$ cat config.mk
export PLATFORM = sky130hd
export DESIGN_NAME = pd_header_buffer
export DESIGN_NICKNAME = d
export VERILOG_FILES = /design/src/rtl/pd_hdr_pkg.sv /design/src/rtl/pd_nonce_incr.sv /design/src/rtl/pd_header_buffer.sv
export SDC_FILE = /design/constraint.sdc
export NUM_CORES = 2
export LEC_CHECK = 0
export CORE_MARGIN = 2
export CORE_UTILIZATION = 40
export DETAILED_ROUTE_END_ITERATION = 8
export PLACE_DENSITY = 0.75
export SKIP_LAST_GASP = 1
export SLEW_MARGIN = 15
export SYNTH_ARGS = -nofsm -noshare
export SYNTH_HDL_FRONTEND = slang
export SYNTH_SLANG_ARGS = --single-unit
$ cat constraint.sdc
create_clock -name clk -period 69.3 [get_ports clk]
set_input_delay 17.325 -clock clk [delete_from_list [all_inputs] [get_ports clk]]
set_output_delay 17.325 -clock clk [all_outputs]
set_load 0.05 [all_outputs]
$ cat src/rtl/pd_hdr_pkg.sv
// rtl/pd_hdr_pkg.sv - shared types and default layout for the block-header buffer
//
// Purpose: state encoding, byte type and default bank layout used by
//          pd_header_buffer and pd_nonce_incr.
// Contents:
//   state_t          - EMPTY / ACTIVE / EXHAUSTED / PENDING
//   byte_t           - one header byte
//   DEF_*            - default 112/64/16 layout, nonce at byte 76, 4 bytes, step 8
package pd_hdr_pkg;

  typedef enum logic [1:0] {
    EMPTY     = 2'd0,
    ACTIVE    = 2'd1,
    EXHAUSTED = 2'd2,
    PENDING   = 2'd3
  } state_t;

  typedef logic [7:0] byte_t;

  localparam int DEF_NUM_BYTES    = 112;
  localparam int DEF_CHUNK1_BYTES = 64;
  localparam int DEF_CHUNK2_BYTES = 16;
  localparam int DEF_NONCE_OFFSET = 76;
  localparam int DEF_NONCE_BYTES  = 4;
  localparam int DEF_NONCE_STEP   = 8;

endpackage

$ cat src/rtl/pd_nonce_incr.sv
// rtl/pd_nonce_incr.sv - byte-wise little-endian nonce adder with carry-out
//
// Purpose: adds an 8-bit step to a NONCE_BYTES-wide little-endian value,
//          rippling the carry through every byte. Purely combinational.
// Ports:
//   bytes_in   in   [NONCE_BYTES-1:0][7:0]  current nonce, byte 0 = LSB
//   step       in   8                       value to add
//   bytes_out  out  [NONCE_BYTES-1:0][7:0]  (bytes_in + step) mod 2^(8*NONCE_BYTES)
//   carry_out  out  1                       addition overflowed the top byte
module pd_nonce_incr
  import pd_hdr_pkg::*;
#(
  parameter int NONCE_BYTES = DEF_NONCE_BYTES
) (
  input  logic [NONCE_BYTES-1:0][7:0] bytes_in,
  input  logic [7:0]                  step,
  output logic [NONCE_BYTES-1:0][7:0] bytes_out,
  output logic                        carry_out
);

  logic [8:0] sum;
  logic       carry;

  // Step only enters byte 0; higher bytes see just the rippled carry.
  always_comb begin
    bytes_out = '0;
    sum       = '0;
    carry     = 1'b0;
    for (int j = 0; j < NONCE_BYTES; j++) begin
      sum = {1'b0, bytes_in[j]} + {8'd0, carry};
      if (j == 0) begin
        sum = sum + {1'b0, step};
      end
      bytes_out[j] = sum[7:0];
      carry        = sum[8];
    end
    carry_out = carry;
  end

endmodule

$ cat src/rtl/pd_header_buffer.sv
// rtl/pd_header_buffer.sv - double-buffered block-header store with in-place nonce increment
//
// Purpose: the decoder writes bytes into the load bank while the hash core reads
//          the active bank. A commit swaps the banks one edge later. The active
//          bank's nonce field is advanced by NONCE_STEP on each increment pulse,
//          and wrapping it marks the header exhausted.
// Optional build macro: PD_HDR_COMMIT_GUARD_EN
//   defined   - commit together with increment in ACTIVE goes through PENDING:
//               the increment is applied, then the swap happens one cycle later.
//   undefined - commit wins and the colliding increment is dropped.
// Ports:
//   clk                in   1   system clock, rising edge
//   rst                in   1   asynchronous active-high reset
//   i_data_en          in   1   byte write strobe to load bank
//   i_data             in   8   write byte
//   i_data_sel         in   ADDR_W  byte address in load bank
//   i_commit           in   1   load bank complete, request swap
//   increment          in   1   add NONCE_STEP to active nonce
//   o_load_ready       out  1   load bank may be written
//   o_hdr_valid        out  1   active bank holds a live header
//   o_nonce_exhausted  out  1   active nonce wrapped
//   o_bank             out  1   index of active bank
//   o_nonce            out  NONCE_BYTES*8  active nonce value
//   chunk_1            out  active bytes [CHUNK1_BYTES-1:0]
//   chunk_2            out  next CHUNK2_BYTES active bytes
//   difficulty         out  remaining active bytes
module pd_header_buffer
  import pd_hdr_pkg::*;
#(
  parameter int NUM_BYTES    = DEF_NUM_BYTES,
  parameter int CHUNK1_BYTES = DEF_CHUNK1_BYTES,
  parameter int CHUNK2_BYTES = DEF_CHUNK2_BYTES,
  parameter int NONCE_OFFSET = DEF_NONCE_OFFSET,
  parameter int NONCE_BYTES  = DEF_NONCE_BYTES,
  parameter int NONCE_STEP   = DEF_NONCE_STEP,
  parameter int ADDR_W       = $clog2(NUM_BYTES)
) (
  input  logic                          clk,
  input  logic                          rst,
  input  logic                          i_data_en,
  input  logic [7:0]                    i_data,
  input  logic [ADDR_W-1:0]             i_data_sel,
  input  logic                          i_commit,
  input  logic                          increment,
  output logic                          o_load_ready,
  output logic                          o_hdr_valid,
  output logic                          o_nonce_exhausted,
  output logic                          o_bank,
  output logic [NONCE_BYTES*8-1:0]      o_nonce,
  output logic [CHUNK1_BYTES-1:0][7:0]  chunk_1,
  output logic [CHUNK2_BYTES-1:0][7:0]  chunk_2,
  output logic [NUM_BYTES-CHUNK1_BYTES-CHUNK2_BYTES-1:0][7:0] difficulty
);

  state_t                   state;
  logic                     bank;
  logic                     load_ready;
  logic                     hdr_valid;
  logic                     nonce_exhausted;

  byte_t [NUM_BYTES-1:0]    bank0;
  byte_t [NUM_BYTES-1:0]    bank1;
  byte_t [NUM_BYTES-1:0]    active;
  logic  [NUM_BYTES-1:0]    we;

  byte_t [NONCE_BYTES-1:0]  nonce_cur;
  byte_t [NONCE_BYTES-1:0]  nonce_next;
  logic                     nonce_carry;
  logic                     inc_apply;
  logic                     sel_in_range;

  // Active bank view: every output is a plain slice of this, no extra latency.
  always_comb begin
    active = bank ? bank1 : bank0;
  end

  assign nonce_cur = active[NONCE_OFFSET +: NONCE_BYTES];

  pd_nonce_incr #(
    .NONCE_BYTES (NONCE_BYTES)
  ) u_nonce_incr (
    .bytes_in  (nonce_cur),
    .step      (8'(NONCE_STEP)),
    .bytes_out (nonce_next),
    .carry_out (nonce_carry)
  );

  // Fully decoded byte write enable into the load bank (the one not active).
  assign sel_in_range = ({1'b0, i_data_sel} < (ADDR_W+1)'(NUM_BYTES));

  always_comb begin
    we = '0;
    if (i_data_en && load_ready && sel_in_range) begin
      we[i_data_sel] = 1'b1;
    end
  end

  // Increments only touch the active bank while it is live. Without the guard,
  // a same-cycle commit wins and the increment is simply lost.
`ifdef PD_HDR_COMMIT_GUARD_EN
  assign inc_apply = (state == ACTIVE) && increment;
`else
  assign inc_apply = (state == ACTIVE) && increment && !i_commit;
`endif

  // Bank storage. Writes go to the load bank and increments to the active
  // bank, so the two never target the same byte in one cycle.
  always_ff @(posedge clk or posedge rst) begin
    if (rst) begin
      bank0 <= '0;
      bank1 <= '0;
    end else begin
      for (int i = 0; i < NUM_BYTES; i++) begin
        if (we[i]) begin
          if (bank) begin
            bank0[i] <= i_data;
          end else begin
            bank1[i] <= i_data;
          end
        end
      end
      if (inc_apply) begin
        for (int j = 0; j < NONCE_BYTES; j++) begin
          if (bank) begin
            bank1[NONCE_OFFSET+j] <= nonce_next[j];
          end else begin
            bank0[NONCE_OFFSET+j] <= nonce_next[j];
          end
        end
      end
    end
  end

  // Control FSM with registered flags. load_ready drops for the single cycle
  // after an accepted commit so the freshly swapped load bank is not written
  // while the decoder is still reacting to the swap.
  always_ff @(posedge clk or posedge rst) begin
    if (rst) begin
      state           <= EMPTY;
      bank            <= 1'b0;
      load_ready      <= 1'b1;
      hdr_valid       <= 1'b0;
      nonce_exhausted <= 1'b0;
    end else begin
      load_ready <= 1'b1;
      case (state)
        EMPTY, EXHAUSTED: begin
          if (i_commit) begin
            bank            <= ~bank;
            state           <= ACTIVE;
            hdr_valid       <= 1'b1;
            nonce_exhausted <= 1'b0;
            load_ready      <= 1'b0;
          end
        end
        ACTIVE: begin
`ifdef PD_HDR_COMMIT_GUARD_EN
          // Increment is applied this edge; the swap follows from PENDING,
          // which discards any wrap since the bank is being retired anyway.
          if (i_commit && increment) begin
            state      <= PENDING;
            load_ready <= 1'b0;
          end else
`endif
          if (i_commit) begin
            bank       <= ~bank;
            load_ready <= 1'b0;
          end else if (inc_apply && nonce_carry) begin
            state           <= EXHAUSTED;
            hdr_valid       <= 1'b0;
            nonce_exhausted <= 1'b1;
          end
        end
        PENDING: begin
          bank  <= ~bank;
          state <= ACTIVE;
        end
        default: begin
          state <= EMPTY;
        end
      endcase
    end
  end

  assign o_load_ready      = load_ready;
  assign o_hdr_valid       = hdr_valid;
  assign o_nonce_exhausted = nonce_exhausted;
  assign o_bank            = bank;
  assign o_nonce           = nonce_cur;
  assign chunk_1           = active[CHUNK1_BYTES-1:0];
  assign chunk_2           = active[CHUNK1_BYTES+CHUNK2_BYTES-1:CHUNK1_BYTES];
  assign difficulty        = active[NUM_BYTES-1:CHUNK1_BYTES+CHUNK2_BYTES];

endmodule
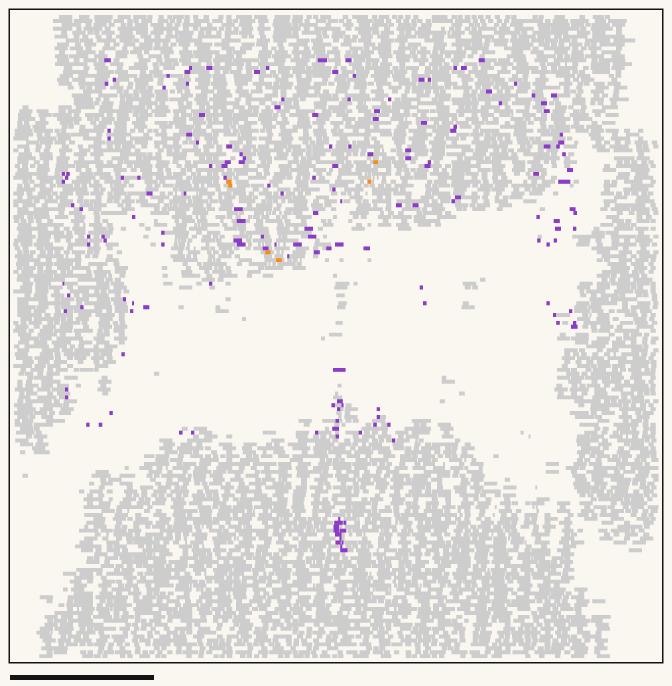
Figure 1: gate families picked out.
Scale bar: 100 um.
colour	family	cells
purple	nor cells	176
orange	non-inverting ao/oa cells	6

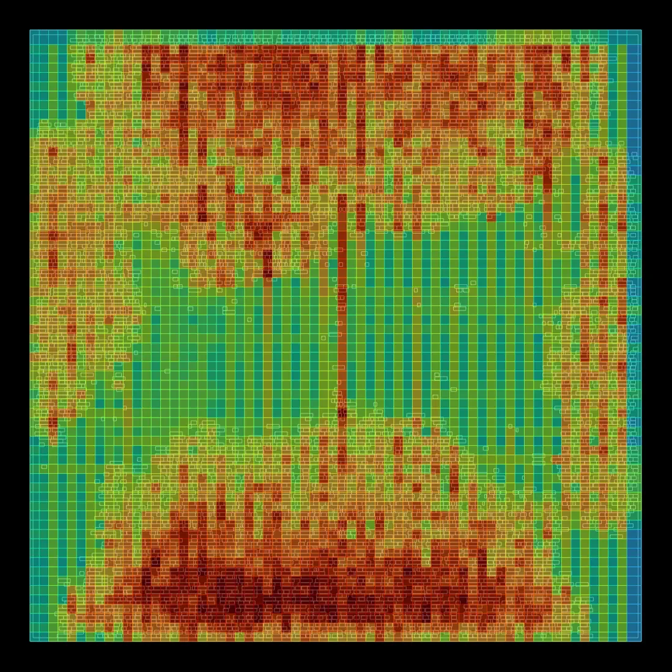
Figure 2: routing congestion map.
global routing's busiest layer: met2
met3 usage: 0.0569
WL/cell: 29.0 um

==> CHANGELOG.md <==
## Flow update

- Run status: complete, no violations
- Repair and plain buffers: just over 1000
- Synth Seq Share: 0.560
- Area post-placement: around 90000 um2
- Die Ht: 452 um
- Sequential Power Share: 0.396
- P_int: 0.00196 W
- Setup bufs post-CTS: 0
- Fill cells: about 17000
- Log Warnings: 48
- Post-route setup TNS: 0 ns
- Clock Tree Buf Depth: 3
- Hold Crit Class: flip-flop to flip-flop
- Measured slew at the worst slew-check pin: 1.18 ns
- CTS tree: yes
- Initial antenna violation count: 15
- Pwr per Cell Area: 29.3 nW/um2
- Drt total wl: 261000 um
- Max incr delay on CP: 0.86 ns
- Clock transition at path regs: 0.06 ns
- Leading area contributor after synthesis: dfrtp_1
- Pre-antenna DRT Iters: 6
- CP cell instances: buf_4 > buf_4 > buf_4 > buf_4 > mux2_2 > clkdlybuf4s50_1
- Ys cells: 5363
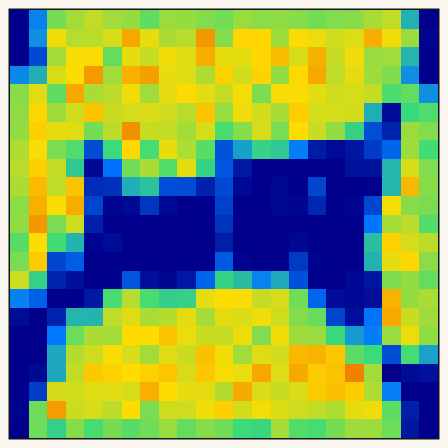
Figure 3: local utilization.
23 x 23 tiles, from dark blue (low) to red (high), 0 to 100% covered.
fullest tile	85%
mean over tiles	47%
nearly empty tiles	18%
tiles over 75% full	12%
Pre-Place Util: 0.403
total core area: 200000 um2
post-layout util: 0.494

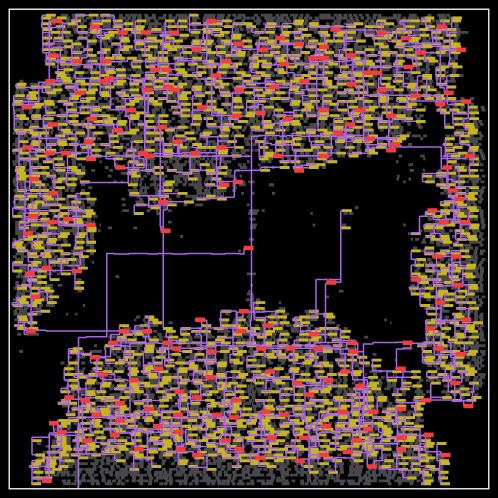
Figure 4: clock network drawn from the DEF.
[red] clock-net drivers | count: 189
[yellow] flip-flops | count: 1798
[purple] clock wires | length: 22.4 mm
flops lie	all over the die
routed clock nets	190
P_clk: 0.00105 W
proportion of power drawn by the clock network: 0.362
clk_lat worst skew: 0.88 ns
clock skew: 0.0427 ns

## kinds of logic (layout without fill, tap and decap cells)
kind of cell             after synthesis  in the layout  synth area share
XOR/XNOR                              16             16           0.00174
AND-OR/OR-AND                         60             60           0.00490
AND/OR/NAND/NOR                      369            369            0.0313
adder cells (fa/ha/maj)                7              7           0.00109
multiplexers                        2711           2711             0.378
other                                  0             10                 0
flip-flops                          1798           1798             0.560
buffers and inverters                402           1395            0.0230
## routing by layer
layer | vias up | wire (um) | part of all wire | GRT usage
li1 | 20828 | - | - | -
met1 | 25939 | 101000 | 0.39 | 0.295
met2 | 1396 | 123000 | 0.47 | 0.399
met3 | 689 | 13500 | 0.052 | 0.0569
met4 | 6 | 24000 | 0.092 | 0.201
met5 | - | 40 | 0.00015 | 0
## cells in the mapped netlist, drive strengths merged, types with 2 or more instances
master and n:
mux2 2624, dfrtp 1797, clkbuf 215, buf 175, nor2 148, nand2 123, mux2i 87, o21ai 22
nand3 18, a211oi 16, nor3 16, xnor2 14, inv 12, and4 8, nand2b 8, nand4b 8
ha 7, nand3b 6, nor2b 6, a21oi 5, nand4 5, nand4bb 4, nor3b 4, and3 3
a21boi 2, a21o 2, a221oi 2, a22oi 2, and2 2, and3b 2, and4b 2, o211ai 2
xor2 2
## worst paths after layout
kind,start,end,slack (ns),depth (start not counted)
worst max register to register,o_bank,bank0[302],62.92,8
worst max-delay path,o_bank,chunk_1[309],45.89,6
worst min-delay path,bank0[259],bank0[259],0.48,1
min in group asynchronous,rst,bank1[253],16.92,2
max in group asynchronous,rst,bank1[420],47.61,7
worst min register to register,bank0[259],bank0[259],0.48,1
## sequential cells by signal (all words and copies together), names as in the netlist
name               flops
state                  2
o_bank                 1
bank1                896
o_load_ready           1
o_nonce_exhausted      1
bank0                896
o_hdr_valid            1
Power and IR drop assume default switching activity.
